--- src/rtl/mda_adc_avg.sv ---
// mda_adc_avg: per-channel block-average filter behind the ADC serial controller.
// Accumulates 2^LOG2_N samples per channel, streams one average per block, and
// keeps the latest average of every channel in a readback bank with a fresh flag.
//
// Ports:
//   slave_clk      - clock for all logic
//   slave_reset_n  - asynchronous active-low reset
//   clear          - synchronous clear of accumulators, counters and fresh flags
//   sample_valid   - strobe qualifying sample_ch / sample_data
//   sample_ch      - channel index of the incoming sample
//   sample_data    - unsigned ADC result
//   avg_valid      - one-cycle strobe qualifying avg_ch / avg_data
//   avg_ch         - channel of the completed average
//   avg_data       - completed block average (truncated)
//   rd_addr        - readback channel select
//   rd_data        - {zero pad, fresh, avg_bank[rd_addr]}, combinational
//   rd_ack         - clears the fresh flag of channel rd_addr
module mda_adc_avg #(
  parameter int unsigned NUM_CH = 8,
  parameter int unsigned LOG2_N = 4,
  parameter int unsigned DW     = 12
) (
  input  logic          slave_clk,
  input  logic          slave_reset_n,
  input  logic          clear,
  input  logic          sample_valid,
  input  logic [2:0]    sample_ch,
  input  logic [DW-1:0] sample_data,
  output logic          avg_valid,
  output logic [2:0]    avg_ch,
  output logic [DW-1:0] avg_data,
  input  logic [2:0]    rd_addr,
  output logic [31:0]   rd_data,
  input  logic          rd_ack
);

  localparam int unsigned N    = 1 << LOG2_N;
  localparam int unsigned CW   = (LOG2_N == 0) ? 1 : LOG2_N;
  localparam int unsigned AW   = DW + LOG2_N;
  localparam int unsigned PADW = 32 - DW - 1;
  localparam logic [CW-1:0] CNT_LAST = CW'(N - 1);

  // Per-channel state
  logic [AW-1:0]     r_acc   [NUM_CH];
  logic [CW-1:0]     r_cnt   [NUM_CH];
  logic [DW-1:0]     r_bank  [NUM_CH];
  logic [NUM_CH-1:0] r_fresh;

  // Sample routing and shared datapath
  logic [NUM_CH-1:0] w_hit;
  logic [NUM_CH-1:0] w_ack;
  logic [AW-1:0]     w_sel_acc;
  logic [CW-1:0]     w_sel_cnt;
  logic [AW-1:0]     w_sum;
  logic [DW-1:0]     w_avg;
  logic              w_take;
  logic              w_done;

  // Decode the addressed channel; out-of-range indices match no channel and are dropped.
  always_comb begin
    w_hit     = '0;
    w_ack     = '0;
    w_sel_acc = '0;
    w_sel_cnt = '0;
    for (int unsigned i = 0; i < NUM_CH; i++) begin
      if (sample_ch == 3'(i)) begin
        w_hit[i]  = sample_valid & ~clear;
        w_sel_acc = r_acc[i];
        w_sel_cnt = r_cnt[i];
      end
      w_ack[i] = rd_ack & (rd_addr == 3'(i));
    end
  end

  // Sum cannot overflow: (2^DW-1)*N fits in DW+LOG2_N bits.
  assign w_take = |w_hit;
  assign w_sum  = w_sel_acc + AW'(sample_data);
  assign w_done = w_take & (w_sel_cnt == CNT_LAST);
  assign w_avg  = DW'(w_sum >> LOG2_N);

  // Streaming output; w_done already excludes clear.
  always_ff @(posedge slave_clk or negedge slave_reset_n) begin
    if (!slave_reset_n) begin
      avg_valid <= 1'b0;
      avg_ch    <= '0;
      avg_data  <= '0;
    end else begin
      avg_valid <= w_done;
      if (w_done) begin
        avg_ch   <= sample_ch;
        avg_data <= w_avg;
      end
    end
  end

  // Accumulators, counters, readback bank and fresh flags.
  always_ff @(posedge slave_clk or negedge slave_reset_n) begin
    if (!slave_reset_n) begin
      r_fresh <= '0;
      for (int unsigned i = 0; i < NUM_CH; i++) begin
        r_acc[i]  <= '0;
        r_cnt[i]  <= '0;
        r_bank[i] <= '0;
      end
    end else if (clear) begin
      // Bank keeps its last averages across a clear.
      r_fresh <= '0;
      for (int unsigned i = 0; i < NUM_CH; i++) begin
        r_acc[i] <= '0;
        r_cnt[i] <= '0;
      end
    end else begin
      for (int unsigned i = 0; i < NUM_CH; i++) begin
        if (w_hit[i] && (r_cnt[i] == CNT_LAST)) begin
          // Block complete: publish and restart; set beats a same-cycle ack.
          r_acc[i]   <= '0;
          r_cnt[i]   <= '0;
          r_bank[i]  <= w_avg;
          r_fresh[i] <= 1'b1;
        end else begin
          if (w_hit[i]) begin
            r_acc[i] <= w_sum;
            r_cnt[i] <= r_cnt[i] + CW'(1);
          end
          if (w_ack[i]) begin
            r_fresh[i] <= 1'b0;
          end
        end
      end
    end
  end

  // Readback mux; unmapped addresses read as zero.
  always_comb begin
    rd_data = '0;
    for (int unsigned i = 0; i < NUM_CH; i++) begin
      if (rd_addr == 3'(i)) begin
        rd_data = {{PADW{1'b0}}, r_fresh[i], r_bank[i]};
      end
    end
  end

endmodule

--- config.mk ---
export PLATFORM = sky130hd
export DESIGN_NAME = mda_adc_avg
export DESIGN_NICKNAME = d
export VERILOG_FILES = /design/src/rtl/mda_adc_avg.sv
export SDC_FILE = /design/constraint.sdc
export NUM_CORES = 1
export LEC_CHECK = 0
export ABC_AREA = 1
export ABC_CLOCK_PERIOD_IN_PS = 3300
export CORE_UTILIZATION = 40
export DETAILED_ROUTE_END_ITERATION = 7
export GPL_TIMING_DRIVEN = 0
export SYNTH_ARGS = -nofsm -noshare
export SYNTH_HDL_FRONTEND = slang
export SYNTH_SLANG_ARGS = --single-unit
export TNS_END_PERCENT = 30
--- constraint.sdc ---
create_clock -name slave_clk -period 3.3 [get_ports slave_clk]
set_input_delay 0.66 -clock slave_clk [delete_from_list [all_inputs] [get_ports slave_clk]]
set_output_delay 0.66 -clock slave_clk [all_outputs]
set_load 0.03 [all_outputs]
==> run_1/power_grid.png <==
Drawn at 2 px/um. Pins as bars on the die edge. Tap cells in grey.
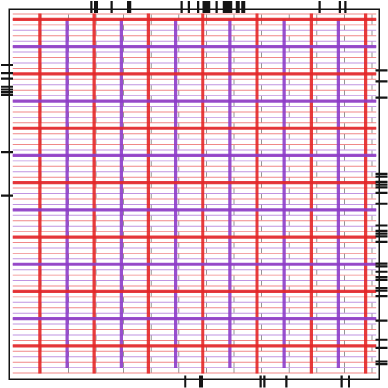
Purple shows VDD. Red shows VSS.
13 straps on met5. 71 signal pins sit on the boundary.

==> run_1/placement_by_type.png <==
Drawn at 2 px/um. Fill, decap, tap and diode cells in grey.
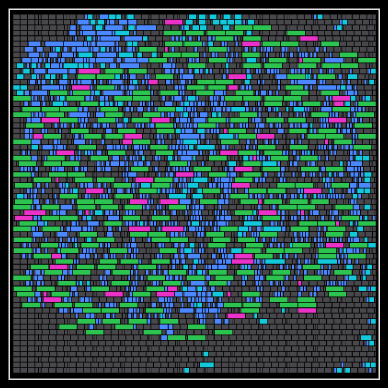
Green shows flops, cells 280. Blue shows combinational and other logic, cells 1198. Magenta shows clock drivers and dummy loads, cells 56. Cyan shows other buffers and delay cells, cells 197.

==> run_1/clk_routes.png <==
Drawn at 2 px/um.
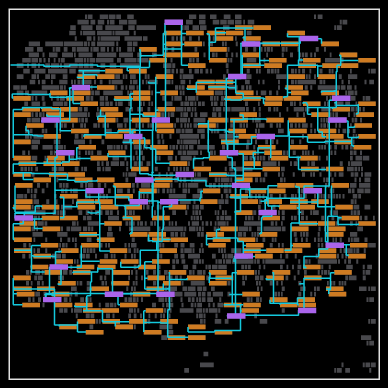
Purple shows clock drivers, count 30. Cyan shows clock wires, length 3510 um. Orange shows flip-flops, count 280.
There are 31 routed clock nets. Position of the flops: widely spread.

==> impl_metrics.ini, run 1 <==
; implementation run metrics
[cells_and_area]
fill_cells = 3028
comb_area_um2 = 5951
clock_buffers = 39
top_regs = r_acc x128, r_bank x96, r_cnt x32
clock_area_share_pct = 6.376
buffers_excl_clock = 197
final_core_util_pct = 52.22

[critical_path]
reg2reg_from = r_acc[120]
rrSetupSlack_ns = 0.34
crit_path_top_delay_cell = a221oi_2
crit_chain = dlygate4sd2_1 > inv_2 > nand2_2 > inv_1 > clkbuf_4 > a221oi_2 > nand4_1 > o21ai_0 > nand3_1 > buf_2
arrival_ns = 2.55

[clock_network]
cts_tree = built
cts_setup_buffers = 31
clkTransAtPathRegs_ns = 0.06
cts-buffers-inserted = 30

[power_and_ir_drop]
pg_clk_uw = 3640
pg_comb_uw = 1530
comb_power_share_pct = 17.5
pg_seq_uw = 3570

[grt]
met2_usage_pct = 42.48
grt_usage_pct = 24.78
top_usage_layer = met2

[detailed_routing]
wl_per_cell_um = 19.21
drtIter0Drc = 974
vias = 11434
met2_length_um = 20380
dr_wl_met3_um = 2478

[yosys]
synthAdderAreaFrac_pct = 2.411
syn_area_um2 = 13290
ys_cells = 1549
logic_family = simple AND/OR/NAND/NOR gates
edf_count = 0
xor_share_pct = 1.234
top_cell_area_share_pct = 52.74
ys_seq_share_pct = 52.74
ys_types = 49

[placement]
placed_cells = 2060
gp_congestion = 0.9209

[die]
nWellTaps = 442
initCoreUtil_pct = 40.73

[sta]
hold_ws_ns = 0.06396

[job]
warnings = 35

[run_status]
status = finished clean
==> run 2, diff against run 1 <==
CORE_UTILIZATION = 56   (was 40)
PLACE_DENSITY_LB_ADDON = 0.12   (was default)
==> run 2 against run 1 <==
  * The flow now finishes with violations (setup timing)
  * Area after synthesis stayed put
  * Register-to-register slack worse by 0.35 ns
  * Count of clock-buffer cells in the layout grew 4
  * Hold slack better by 0.031 ns
  * Flip-flop count is the same
  * Non-clock buffer count is 7 higher
  * Sequential share of layout area rose by 0.41 points
  * Die area shrank 28%
  * Sequential power is essentially flat
  * Routed wire length grew 4.0%
  * Highest routed layer unchanged
==> impl_metrics.ini, run 2 <==
; implementation run metrics
[yosys]
synthSimpleGateAreaFrac_pct = 18.73
synthAdderAreaFrac_pct = 2.411
edf_count = 0
ys_seq_share_pct = 52.74
top_cell_area_share_pct = 52.74
logic_family = simple AND/OR/NAND/NOR gates

[placement]
gp_congestion = 0.9676
placed_cells = 1932

[grt]
met2_usage_pct = 56.44
globalRouteOverflowTotal = 0

[die]
nWellTaps = 313
initCoreUtil_pct = 57.80

[cells_and_area]
clock_area_share_pct = 5.905
buffers_excl_clock = 204
seq-cell-share_pct = 41.54
fill_cells = 1643
final_core_util_pct = 73.39

[power_and_ir_drop]
pg_seq_uw = 3570
pg_comb_uw = 1530
comb_power_share_pct = 18.0

[critical_path]
reg2reg_from = r_acc[117]
timing.critical_path.from = sample_ch[0]
crit_path_end_kind = register
arrival_ns = 4.01
rrSetupSlack_ns = -0.01

[clock_network]
clkTransAtPathRegs_ns = 0.07
cts-buffers-inserted = 29

[detailed_routing]
wl_per_cell_um = 21.23
drtIter0Drc = 1303
met2_length_um = 20160
dr_wl_met3_um = 3582
vias = 12244

[sta]
hold_ws_ns = 0.09473
setup_viol = 84
finalWorstSetupSlack_ns = -0.2670

[job]
warnings = 33

[run_status]
violations = setup timing
status = finished, violations left
==> run_2/power_grid.png <==
Drawn at 3 px/um. Pins as bars on the die edge. Tap cells in grey.
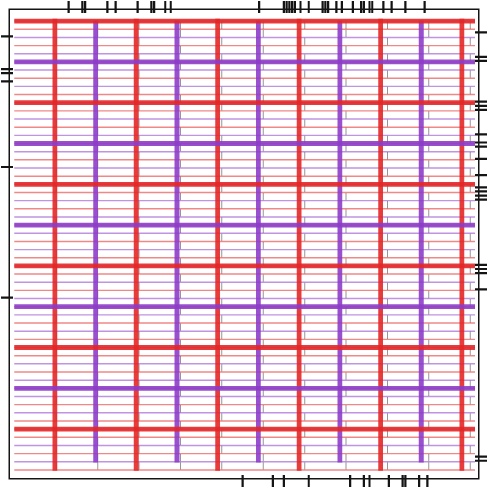
Purple shows VDD. Red shows VSS.
11 straps on met5. 11 straps on met4.

==> run_2/clk_routes.png <==
Drawn at 2 px/um.
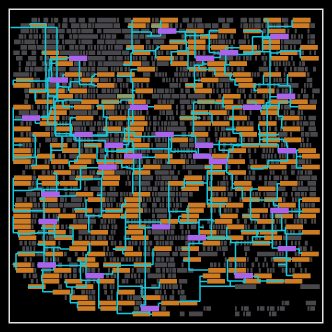
Clock Power: 3410 uW
Final Skew: 0.02406 ns
clock group share of total power: 40.0%
Insertion Delay late pin: 0.55 ns

==> run 3, diff against run 2 <==
==> constraint.sdc (replaced) <==
create_clock -name slave_clk -period 3.3 [get_ports slave_clk]
set_input_delay 0.66 -clock slave_clk [delete_from_list [all_inputs] [get_ports slave_clk]]
set_output_delay 0.66 -clock slave_clk [all_outputs]
set_load 0.005 [all_outputs]
==> run 3 against run 2 <==
  * The run still ends with setup timing left
  * Sequential share of layout area grew 0.56 points
  * Combinational power shrank about 10%
  * Flip-flop count is the same
  * Setup slack gained 0.23 ns
  * First-iteration DRC count grew 4.4%
  * Critical path type unchanged
  * Critical endpoint is now avg_data[11]
==> impl_metrics.ini, run 3 <==
; implementation run metrics
[run_status]
status = finished, violations left
violations = setup timing

[sta]
hold_ws_ns = 0.09298
setup_viol = 10
finalWorstSetupSlack_ns = -0.03886

[die]
initCoreUtil_pct = 57.80

[detailed_routing]
dr_wl_met3_um = 3444
vias = 12021

[cells_and_area]
seq-cell-share_pct = 42.10
comb_area_um2 = 5922
clock_buffers = 43
buffers_excl_clock = 186

[yosys]
syn_area_um2 = 13290
ys_cells = 1549
top_cell_area_share_pct = 52.74
synthSimpleGateAreaFrac_pct = 18.73

[critical_path]
crit_path_top_delay_cell = o32ai_1
rrSetupSlack_ns = 0.21
crit_path_end_kind = register

[power_and_ir_drop]
clock_power_share_pct = 40.8

[clock_network]
clkTransAtPathRegs_ns = 0.06
clock_latency_ns = 0.55

[grt]
globalRouteOverflowTotal = 0
==> run_3/clk_routes.png <==
Drawn at 2 px/um.
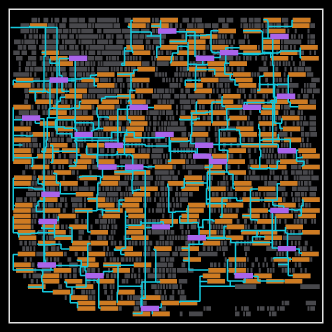
Purple shows clock drivers, count 29. Orange shows flip-flops, count 280. Cyan shows clock wires, length 3300 um.
There are 30 routed clock nets.

==> run_3/placement_by_type.png <==
Drawn at 3 px/um. Fill, decap, tap and diode cells in grey.
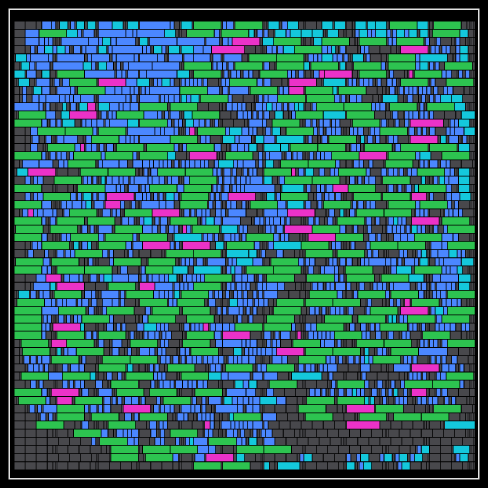
Green shows flops, cells 280. Cyan shows other buffers and delay cells, cells 186. Magenta shows clock drivers and dummy loads, cells 53. Blue shows combinational and other logic, cells 1198.

Power is estimated from default activity; no workload was simulated.
